$ cat config.mk
export PLATFORM = sky130hd
export DESIGN_NAME = result_reader_flat
export DESIGN_NICKNAME = d
export VERILOG_FILES = /design/src/rtl/result_reader_if.sv /design/src/rtl/result_reader.sv /design/src/flat_wrapper.sv
export SDC_FILE = /design/constraint.sdc
export NUM_CORES = 1
export LEC_CHECK = 0
export CAP_MARGIN = 15
export CORE_MARGIN = 3
export CORE_UTILIZATION = 42
export CTS_CLUSTER_DIAMETER = 120
export DETAILED_ROUTE_END_ITERATION = 16
export GPL_TIMING_DRIVEN = 0
export PLACE_DENSITY = 0.78
export SETUP_SLACK_MARGIN = 0.02
export SYNTH_ARGS = -nofsm -noshare
export SYNTH_HDL_FRONTEND = slang
export SYNTH_SLANG_ARGS = --single-unit
$ cat constraint.sdc
create_clock -name clk -period 2.4 [get_ports clk]
set_input_delay 0.6 -clock clk [delete_from_list [all_inputs] [get_ports clk]]
set_output_delay 0.6 -clock clk [all_outputs]
set_load 0.005 [all_outputs]
$ cat src/rtl/result_reader_if.sv
// Bus bundle between the result reader, the result SRAM read port and the
// downstream consumer of the streamed words.
interface result_reader_if #(
    parameter int ADDR_W = 8,
    parameter int DATA_W = 32
) ();
    // SRAM read port
    logic              sram_cs_n;
    logic              sram_we_n;
    logic [ADDR_W-1:0] sram_addr;
    logic              sram_ry;
    logic [DATA_W-1:0] sram_rdata;
    // Result stream
    logic [DATA_W-1:0] out_data;
    logic              out_valid;
    logic              out_ready;

    // The reader: owns the SRAM port and produces the stream.
    modport master (
        output sram_cs_n, sram_we_n, sram_addr, out_data, out_valid,
        input  sram_ry, sram_rdata, out_ready
    );

    // The SRAM and the stream consumer seen as one peer.
    modport slave (
        input  sram_cs_n, sram_we_n, sram_addr, out_data, out_valid,
        output sram_ry, sram_rdata, out_ready
    );
endinterface

$ cat src/rtl/result_reader.sv
// Result SRAM read-back engine: after a start pulse, reads NUM_WORDS words
// beginning at BASE_ADDR (address wrapping modulo 2**ADDR_W), one read per
// word, and streams each word out on a valid/ready handshake.
module result_reader #(
    parameter int ADDR_W    = 8,
    parameter int DATA_W    = 32,
    parameter int NUM_WORDS = 16,
    parameter int BASE_ADDR = 0
) (
    input  logic clk,
    input  logic rst,
    input  logic start,
    output logic busy,
    output logic done,
    result_reader_if.master bus
);
    localparam logic [ADDR_W-1:0] BASE = ADDR_W'(BASE_ADDR);
    localparam logic [ADDR_W-1:0] LAST = ADDR_W'(NUM_WORDS - 1);

    typedef enum logic [2:0] {
        IDLE,
        ISSUE,
        WAIT,
        HOLD,
        DONE
    } state_t;

    state_t            state;
    logic [ADDR_W-1:0] count;

    // Read-out FSM; every output is a register updated on the transition
    // into the state where it must hold its value.
    // NOTE: sequential state uses non-blocking (<=) so all registers sample
    // pre-edge values and the order of statements below does not matter.
    always_ff @(posedge clk) begin
        if (rst) begin
            state         <= IDLE;
            count         <= '0;
            busy          <= 1'b0;
            done          <= 1'b0;
            bus.sram_cs_n <= 1'b1;
            bus.sram_we_n <= 1'b1;
            bus.sram_addr <= BASE;
            bus.out_data  <= {DATA_W{1'b0}};
            bus.out_valid <= 1'b0;
        end else begin
            // Read-only port: write enable is never asserted.
            bus.sram_we_n <= 1'b1;
            case (state)
                IDLE: begin
                    if (start) begin
                        state         <= ISSUE;
                        count         <= '0;
                        bus.sram_addr <= BASE;
                        bus.sram_cs_n <= 1'b0;
                        busy          <= 1'b1;
                    end
                end
                ISSUE: begin
                    // Chip select is low for exactly the ISSUE cycle.
                    bus.sram_cs_n <= 1'b1;
                    state         <= WAIT;
                end
                WAIT: begin
                    // sram_ry is only meaningful here; elsewhere it is ignored.
                    if (bus.sram_ry) begin
                        bus.out_data  <= bus.sram_rdata;
                        bus.out_valid <= 1'b1;
                        state         <= HOLD;
                    end
                end
                HOLD: begin
                    if (bus.out_ready) begin
                        bus.out_valid <= 1'b0;
                        if (count == LAST) begin
                            done  <= 1'b1;
                            state <= DONE;
                        end else begin
                            count         <= count + 1'b1;
                            bus.sram_addr <= bus.sram_addr + 1'b1;
                            bus.sram_cs_n <= 1'b0;
                            state         <= ISSUE;
                        end
                    end
                end
                DONE: begin
                    // A start arriving here is dropped; only IDLE honours it.
                    done  <= 1'b0;
                    busy  <= 1'b0;
                    state <= IDLE;
                end
                default: begin
                    state <= IDLE;
                end
            endcase
        end
    end
endmodule
$ cat src/flat_wrapper.sv
// flat-port wrapper written by rule: the top's interface ports become plain ports
module result_reader_flat 
#(
    parameter int ADDR_W    = 8,
    parameter int DATA_W    = 32,
    parameter int NUM_WORDS = 16,
    parameter int BASE_ADDR = 0
)
  (clk, rst, start, busy, done, bus_sram_cs_n, bus_sram_we_n, bus_sram_addr, bus_out_data, bus_out_valid, bus_sram_ry, bus_sram_rdata, bus_out_ready);
  result_reader_if #(.ADDR_W(ADDR_W), .DATA_W(DATA_W)) bus_i ();
  input  logic clk;
  input  logic rst;
  input  logic start;
  output logic busy;
  output logic done;
  output wire logic [$bits(bus_i.sram_cs_n)-1:0] bus_sram_cs_n;
  output wire logic [$bits(bus_i.sram_we_n)-1:0] bus_sram_we_n;
  output wire logic [$bits(bus_i.sram_addr)-1:0] bus_sram_addr;
  output wire logic [$bits(bus_i.out_data)-1:0] bus_out_data;
  output wire logic [$bits(bus_i.out_valid)-1:0] bus_out_valid;
  input wire logic [$bits(bus_i.sram_ry)-1:0] bus_sram_ry;
  input wire logic [$bits(bus_i.sram_rdata)-1:0] bus_sram_rdata;
  input wire logic [$bits(bus_i.out_ready)-1:0] bus_out_ready;
  assign bus_sram_cs_n = bus_i.sram_cs_n;
  assign bus_sram_we_n = bus_i.sram_we_n;
  assign bus_sram_addr = bus_i.sram_addr;
  assign bus_out_data = bus_i.out_data;
  assign bus_out_valid = bus_i.out_valid;
  assign bus_i.sram_ry = bus_sram_ry;
  assign bus_i.sram_rdata = bus_sram_rdata;
  assign bus_i.out_ready = bus_out_ready;
  result_reader #(.ADDR_W(ADDR_W), .DATA_W(DATA_W), .NUM_WORDS(NUM_WORDS), .BASE_ADDR(BASE_ADDR)) u_core (.clk(clk), .rst(rst), .start(start), .busy(busy), .done(done), .bus(bus_i));
endmodule
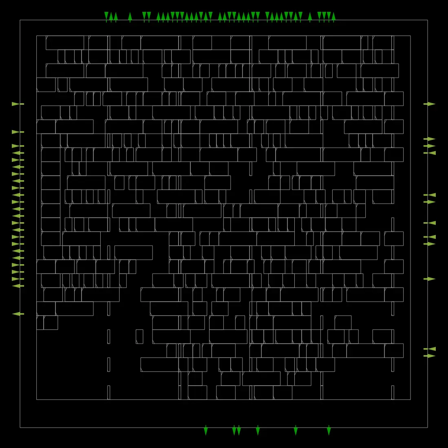
Figure 1: run 1, placed standard cells.
Flops: 55
filler cell count in the final layout: 475
number of placement rows: 26

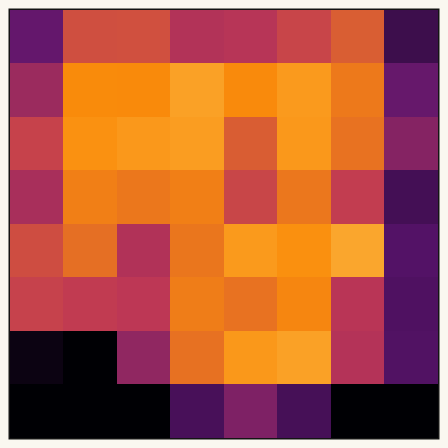
Figure 2: run 1, placement density heat map.
The die is cut into 8 by 8 equal tiles; black is low, pale yellow is high, 0 to 100% covered.
- nearly empty tiles: 9.4%
- emptiest ninth of the die: bottom left
- tiles over 75% full: 17%
- fullest tile: 81%
- mean over tiles: 50%

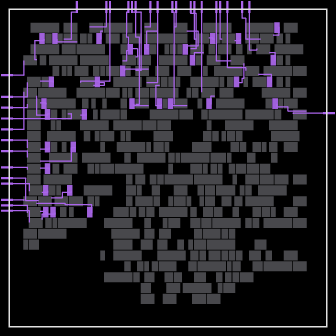
Figure 3: run 1, port wiring.
- purple: bus_sram_rdata (bits 32; direction input; end cells 32; buffers 32; wire 537 um)

==> out/summary.rpt, run 1 <==
OUTCOME
------------------------------------------------------------------------------------
Run status ............................................................ complete, no violations

YOSYS
------------------------------------------------------------------------------------
Most frequent cell after synthesis ....................................      nand2_1
Syn. warnings .........................................................            0
Cell count listed in synth_stat.txt ...................................          275
Combinational family with the most area after synthesis ............... simple AND/OR/NAND/NOR gates
Share of flip-flops with an asynchronous set or reset after synthesis .           0%
Number of instances in the synthesized netlist ........................          275
XORs/XNORs by Area ....................................................           0%
Compound Share, Synth .................................................        17.7%
Simple share ..........................................................        27.6%
Leading area contributor after synthesis ..............................      dfxtp_1
Syn Area/Cell .........................................................   8.19 sq um
Cell Type Count .......................................................           38
Chip area line of the yosys report .................................... 0.00225 sq mm
Fraction of post-synthesis cell area in the top cell type by area .....        48.9%
Syn Nets ..............................................................          314

POWER
------------------------------------------------------------------------------------
Power density normalized to cell area .................................  544 mW/mm^2
Net switching power figure ............................................   0.000461 W
Overall Power .........................................................    0.00176 W

ROUTING
------------------------------------------------------------------------------------
Drt first pass iters ..................................................            4
Routed length per instance ............................................      13.0 um
Routed wire length ....................................................      5.62 mm
Number of remaining DRC errors ........................................            0

DIE
------------------------------------------------------------------------------------
Core outline area ..................................................... 0.00514 sq mm
Full die area ......................................................... 0.00628 sq mm
Die extent in y .......................................................      79.2 um
Number of placed I/O pins .............................................           82

MIN PATH
------------------------------------------------------------------------------------
Min-delay src ......................................................... u_core.bus.out_data[30]

CTS
------------------------------------------------------------------------------------
Post-CTS Setup Bufs ...................................................            0
Number of buffers inserted during clock tree synthesis ................            5
CTS clock-pin slew for the worst setup and hold paths .................      0.11 ns
H-Tree Depth ..........................................................            2
Maximum clock path buffer count .......................................            2

STA
------------------------------------------------------------------------------------
Post-route clock period utilization ...................................        84.2%
Setup Skew ............................................................    0.0104 ns
Final hold viol count .................................................            0
Final setup violation count ...........................................            0

FINISH
------------------------------------------------------------------------------------
Area delta synth->final ...............................................        43.6%
Final Net Count .......................................................          401
Most used logic cell in the final layout .............................. clkdlybuf4s50_1
Non-filler cells, final ...............................................          433
Antenna Cells .........................................................            0
Commonest non-fill, non-tap cells in the layout ....................... clkdlybuf4s50_1, nand2_1, dfxtp_1

GLOBAL ROUTING
------------------------------------------------------------------------------------
Number of global-route vias before repair .............................        2,015
Met1 demand-to-capacity share in global routing .......................        24.0%

WORST SETUP PATH
------------------------------------------------------------------------------------
Launching point of the worst reg2reg path ............................. u_core.count[0]

JOB
------------------------------------------------------------------------------------
Max Cap Violations ....................................................            0

run 1: registers in the layout, summed over array words and instances (netlist names):
signal and count:
u_core.bus.sram_cs_n 1, u_core.bus.out_valid 1, u_core.state 3, u_core.bus.out_data 32, u_core.done 1, u_core.bus.sram_addr 8
u_core.busy 1, u_core.count 8
run 1: worst max-delay path, stage by stage:
cell and delay [ns]:
clkdlybuf4s50_1 0.56, nand4b_4 0.17, a21o_1 0.26, or4_1 0.51
a31oi_1 0.16
run 1: metal layers:
metal	vias to the layer above	wire length, um
met5	-	0
met4	0	63
met3	6	386
met2	73	2590
met1	994	2580
li1	1136	-
run 1: how the worst max path moves through the flow:
stage,to,slack (ns),cells past startpoint
after floorplan,u_core.count[2],0.72,5
after global placement,u_core.count[7],0.08,5
after detailed placement,u_core.count[7],0.05,5
after CTS,u_core.count[7],0.38,5
after global routing,u_core.count[7],0.30,5
final,u_core.count[7],0.38,5
run 1: final cells by class:
cell class	instances	area, sq um
Tap cell	70	87.6
Buffer	21	96.3
Clock buffer	5	68.8
Sequential cell	55	1100
Timing Repair Buffer	80	801
Fill cell	475	1910
Inverter	2	7.51
Multi-Input combinational cell	197	1050
Clock inverter	3	23.8
run 1: kinds of logic after synthesis:
logic type,Yosys count
AND-OR/OR-AND,67
adder cells (fa/ha/maj),2
buffers and inverters,23
flip-flops,55
other,1
AND/OR/NAND/NOR,127
run 1: power by group through the flow:
| stage | clock network (W) | registers, W | logic (W) |
|---|---|---|---|
| final | 0.000533 | 0.000962 | 0.000264 |
| after global routing | 0.000567 | 0.000967 | 0.000289 |
| after CTS | 0.000544 | 0.000963 | 0.000265 |
| after detailed placement | 0 | 0.000983 | 0.000264 |
| after global placement | 0 | 0.000982 | 0.000262 |
| after floorplan | 0 | 0.000986 | 0.000111 |
==> run 2: changes to the inputs <==
==> constraint.sdc (replaced) <==
create_clock -name clk -period 2 [get_ports clk]
set_input_delay 0.5 -clock clk [delete_from_list [all_inputs] [get_ports clk]]
set_output_delay 0.5 -clock clk [all_outputs]
set_load 0.005 [all_outputs]
==> run 2 against run 1 <==
Against the previous run:
- die size is the same
- design area grew 0.23%
- routed wire length shrank 0.23%
- area after synthesis is the same
- critical path depth is the same
- global-route usage is the same
==> out/summary.rpt, run 2 <==
CTS
------------------------------------------------------------------------------------
Number of buffers inserted during clock tree synthesis ................            5
CTS clock-pin slew for the worst setup and hold paths .................      0.11 ns
Post-CTS Setup Bufs ...................................................            0
Maximum clock path buffer count .......................................            2

MIN PATH
------------------------------------------------------------------------------------
Min-delay src ......................................................... u_core.bus.out_data[30]

YOSYS
------------------------------------------------------------------------------------
Cell Type Count .......................................................           38
Syn. warnings .........................................................            0
Fraction of post-synthesis cell area in the top cell type by area .....        48.9%
Number of instances in the synthesized netlist ........................          275
Leading area contributor after synthesis ..............................      dfxtp_1
Share of flip-flops with an asynchronous set or reset after synthesis .           0%
Most frequent cell after synthesis ....................................      nand2_1
Syn Nets ..............................................................          314
Chip area line of the yosys report .................................... 0.00225 sq mm

ROUTING
------------------------------------------------------------------------------------
Drt first pass iters ..................................................            4
Routed wire length ....................................................      5.61 mm
Number of remaining DRC errors ........................................            0
Routed length per instance ............................................      13.0 um

STA
------------------------------------------------------------------------------------
Post-route clock period utilization ...................................        95.1%
Final setup violation count ...........................................            0
Final hold viol count .................................................            0

DIE
------------------------------------------------------------------------------------
Die extent in y .......................................................      79.2 um
Full die area ......................................................... 0.00628 sq mm
Core outline area ..................................................... 0.00514 sq mm
Number of placement rows ..............................................           26

FINISH
------------------------------------------------------------------------------------
Filler cell count in the final layout .................................          477
Registers with the most flip-flops .................................... u_core.bus.out_data: 32 flops, u_core.bus.sram_addr: 8 flops, u_core.count: 8 flops
Area of the multi-input gates ......................................... 0.00105 sq mm
Area delta synth->final ...............................................        43.9%
Reg area .............................................................. 0.00110 sq mm
Commonest non-fill, non-tap cells in the layout ....................... clkdlybuf4s50_1, nand2_1, dfxtp_1
Flip-flop count of the largest register after layout ..................           32
Most used logic cell in the final layout .............................. clkdlybuf4s50_1
Antenna Cells .........................................................            0
Non-filler cells, final ...............................................          433

WORST SETUP PATH
------------------------------------------------------------------------------------
Stage delay of the slowest cell on the critical path ..................      0.56 ns
Critical path, cell by cell ........................................... clkdlybuf4s50_1 -> nand4b_4 -> a21o_4 -> or4_1 -> a31oi_1
Crit path max-delay family ............................................ simple AND/OR/NAND/NOR gates
Crit path max-delay cell type ......................................... clkdlybuf4s50_1
Cell count of the worst reg-to-reg path ...............................            5
Logic depth of the worst setup path including buffers .................            5

POWER
------------------------------------------------------------------------------------
Overall Power .........................................................    0.00211 W
Power density normalized to cell area .................................  650 mW/mm^2

OUTCOME
------------------------------------------------------------------------------------
Run status ............................................................ complete, no violations

JOB
------------------------------------------------------------------------------------
Max Cap Violations ....................................................            0

GLOBAL ROUTING
------------------------------------------------------------------------------------
Number of global-route vias before repair .............................        2,015

==> run 2: cell counts after synthesis <==
No cell type changed its count.
==> run 2: cells by family after synthesis <==
logic type	synth area share, %
flip-flops	48.9
buffers and inverters	4.61
AND-OR/OR-AND	17.7
adder cells (fa/ha/maj)	1.11
AND/OR/NAND/NOR	27.6
other	0.167
==> run 2: layer usage <==
| metal | global-route usage, % | vias up | share of wire (%) |
|---|---|---|---|
| li1 | - | 1137 | - |
| met1 | 24.0 | 1001 | 46 |
| met2 | 28.0 | 62 | 47 |
| met3 | 4.54 | 2 | 6.7 |
| met4 | 6.19 | 0 | 0.53 |
| met5 | 0 | - | 0 |
==> run 2: power breakdown <==
part	leakage, nW	internal, W	switching (W)
sequential	0.445	0.00113	0.0000198
combinational	0.611	0.000169	0.000148
clock	0.0461	0.000254	0.000382
total	1.10	0.00156	0.000549
==> run 2: path summary, 6_finish.rpt <==
kind	endpoint	slack, ns
max	u_core.count[7]	0.1
min	u_core.bus.out_data[30]	0.46
max reg2reg	u_core.count[7]	0.18
min reg2reg	u_core.bus.out_data[30]	0.46
==> run 2: final cells by class <==
cell class	count	area share (%)
clock inverter	3	0.734
clock buffer	5	2.12
buffer	21	2.97
multi-input combinational	197	32.5
inverter	2	0.232
timing repair buffer	80	24.7
tap	70	2.70
sequential	55	34.0
==> run 2: per-stage QoR <==
step	worst slack [ns]	util [%]	hold slack, ns
3_3_place_gp	-0.215	61.1	0.441
6_report	0.0971	63.0	0.457
4_1_cts	0.0830	62.9	0.461
5_1_grt	0.0367	63.0	0.483
3_5_place_dp	-0.249	61.1	0.446
2_1_floorplan	0.324	-	0.453
==> run 2: timing repair <==
action | 4_1_cts | 5_1_grt
resized | 0 | 1
endpoints found under the setup margin | 0 | 1
hold buffers | 0 | 0
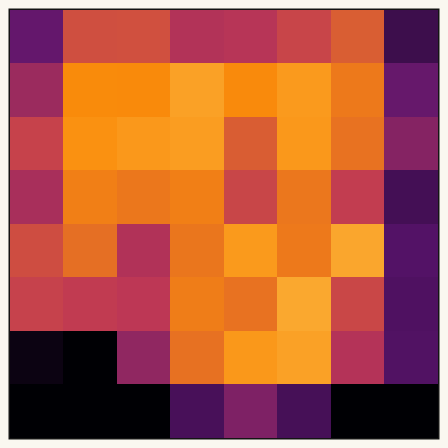
Figure 4: run 2, placement density heat map.
The die is cut into 8 by 8 equal tiles; black is low, pale yellow is high, 0 to 100% covered.
- emptiest ninth of the die: bottom left
- nearly empty tiles: 9.4%
- fullest tile: 81%
- tiles over 75% full: 17%
- mean over tiles: 50%

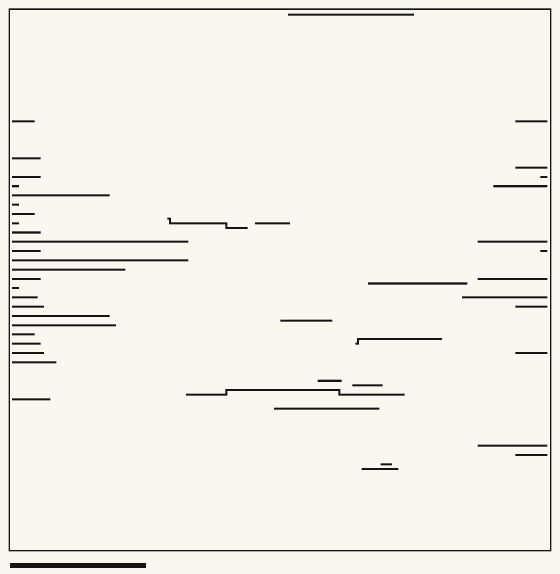
Figure 5: run 2, signal wires on met3.
The bar under the picture is 20 um long.
- main direction: horizontal
- nets with wire on the layer: 46
- wire length on this layer: 375 um
- share of all routed wire: 6.7%
- longest straight run: 25.5 um

==> run 3: changes to the inputs <==
--- a/config.mk
+++ b/config.mk
@@ -8,7 +8,6 @@
 export CAP_MARGIN = 15
 export CORE_MARGIN = 3
 export CORE_UTILIZATION = 42
-export CTS_CLUSTER_DIAMETER = 120
 export DETAILED_ROUTE_END_ITERATION = 16
 export GPL_TIMING_DRIVEN = 0
 export PLACE_DENSITY = 0.78
==> run 3 against run 2 <==
Against the previous run:
- maximum frequency unchanged
- area after synthesis unchanged
- critical path type unchanged
- hold slack unchanged
- final cell count unchanged
- sequential cell count unchanged
- combinational power about the same
- highest routed layer unchanged
- synthesized cell count unchanged
- design area unchanged
- core utilization unchanged
- die size unchanged
- sequential power about the same
==> out/summary.rpt, run 3 <==
YOSYS
--------------------------------------------------------------------------------
Number of instances in the synthesized netlist ....................          275
Syn Nets ..........................................................          314
Mux cell area share after synthesis ...............................           0%
Fraction of post-synthesis cell area in the top cell type by area .        48.9%
Simple share ......................................................        27.6%
Chip area line of the yosys report ................................ 0.00225 sq mm
Cell count listed in synth_stat.txt ...............................          275
XORs/XNORs by Area ................................................           0%
Most frequent cell after synthesis ................................      nand2_1
Combinational family with the most area after synthesis ........... simple AND/OR/NAND/NOR gates
Cell Type Count ...................................................           38

CTS
--------------------------------------------------------------------------------
Maximum clock path buffer count ...................................            2
Number of buffers inserted during clock tree synthesis ............            5
H-Tree Depth ......................................................            2

GLOBAL ROUTING
--------------------------------------------------------------------------------
Busiest grt layer .................................................         met2
M3 GR Usage .......................................................        4.54%
Met1 demand-to-capacity share in global routing ...................        24.0%
Number of global-route vias before repair .........................        2,015

POWER
--------------------------------------------------------------------------------
Proportion of power drawn by combinational gates ..................        15.0%
Power of the clock network ........................................   0.000635 W
Highest-power group ...............................................    registers
Power density normalized to cell area .............................  650 mW/mm^2
Switching power as a share of total power .........................        26.1%
P_int .............................................................    0.00156 W
Overall Power .....................................................    0.00211 W
Sequential cell power .............................................    0.00115 W

FINISH
--------------------------------------------------------------------------------
Area delta synth->final ...........................................        43.9%
Flip-flop count of the largest register after layout ..............           32
Filler cell count in the final layout .............................          477
Commonest non-fill, non-tap cells in the layout ................... clkdlybuf4s50_1, nand2_1, dfxtp_1
Most used logic cell in the final layout .......................... clkdlybuf4s50_1

ROUTING
--------------------------------------------------------------------------------
Top layer in use ..................................................         met4
Wire length on met3 ...............................................       374 um
Drt first pass iters ..............................................            4
Routed wire length ................................................      5.61 mm

DIE
--------------------------------------------------------------------------------
Full die area ..................................................... 0.00628 sq mm
Number of placement rows ..........................................           26

STA
--------------------------------------------------------------------------------
PnR worst setup slack .............................................    0.0971 ns
Final hold viol count .............................................            0
Post-route clock period utilization ...............................        95.1%

OUTCOME
--------------------------------------------------------------------------------
Run status ........................................................ complete, no violations

MIN PATH
--------------------------------------------------------------------------------
Min-delay src ..................................................... u_core.bus.out_data[30]

WORST SETUP PATH
--------------------------------------------------------------------------------
Launching point of the worst reg2reg path ......................... u_core.count[0]
Reg-to-reg slack, setup ...........................................      0.18 ns

PLACE
--------------------------------------------------------------------------------
Minimum setup slack after placement ...............................    -0.249 ns

[run 3: cell counts in the layout (fill, tap and decap cells not counted)]
Identical to the previous run, type by type.
[run 3: kinds of logic (layout without fill, tap and decap cells)]
group / count (synthesis) / count (layout)
simple gates: 127 / 127
compound gates: 67 / 67
flops: 55 / 55
buf+inv: 23 / 111
fa+ha+maj: 2 / 2
other cells: 1 / 1
[run 3: through the flow]
stage | hold slack, ns | setup TNS, ns | util, %
final | 0.457 | 0 | 63.0
after global routing | 0.483 | 0 | 63.0
after CTS | 0.461 | 0 | 62.9
after detailed placement | 0.446 | -6.74 | 61.1
after global placement | 0.441 | -6.25 | 61.1
after floorplan | 0.453 | 0 | -
[run 3: final cells by class]
cell class / instances / area [sq um] / share of cell area (%)
plain buffers: 21 / 96.3 / 2.97
clock buffers: 5 / 68.8 / 2.12
clock inverters: 3 / 23.8 / 0.734
inverters: 2 / 7.51 / 0.232
multi-input cells: 197 / 1050 / 32.5
flip-flops and latches: 55 / 1100 / 34.0
well taps: 70 / 87.6 / 2.70
repair buffers: 80 / 801 / 24.7
[run 3: worst min-delay path by stage]
stage	endpoint	slack [ns]
6_report	u_core.bus.out_data[30]	0.46
4_1_cts	u_core.bus.out_data[23]	0.46
3_3_place_gp	u_core.bus.out_data[3]	0.44
5_1_grt	u_core.bus.out_data[17]	0.48
3_5_place_dp	u_core.bus.out_data[16]	0.45
2_1_floorplan	u_core.bus.out_data[0]	0.45
[run 3: timing repair]
action,CTS,global route
endpoints found under the hold margin,0,0
hold buffers,0,0
setup buffers,0,0
endpoints found under the setup margin,0,1
gates resized,0,1
[run 3: critical path, stage by stage]
cell	delay, ns
clkdlybuf4s50_1	0.56
nand4b_4	0.18
a21o_4	0.24
or4_1	0.50
a31oi_1	0.16
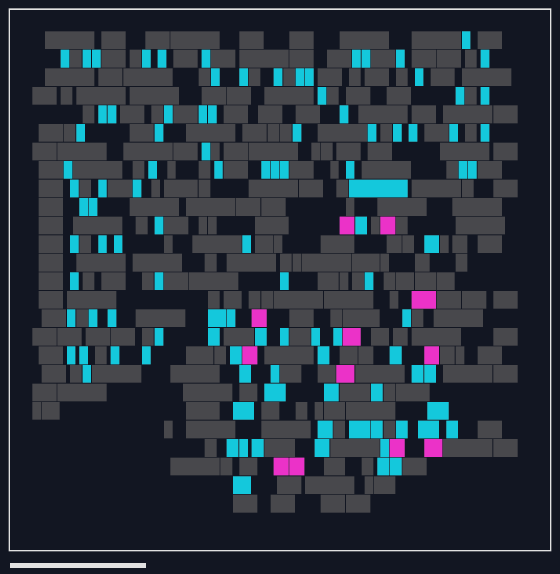
Figure 6: run 3, logic cells by family.
The bar under the picture is 20 um long.
- magenta: and/or cells (cells 12)
- cyan: nand cells (cells 104; where spread over the die)

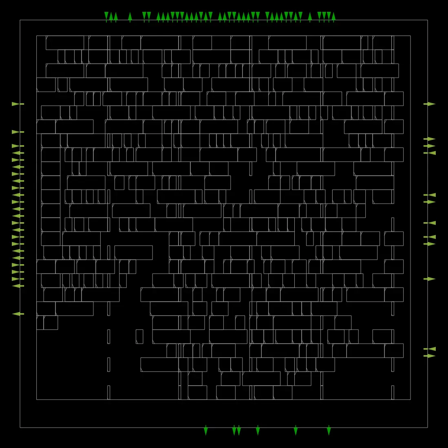
Figure 7: run 3, placed standard cells.
register share of the cell area: 34.0%
tap cells: 70
final core area utilization: 63.0%

Power is estimated from default activity; no workload was simulated.
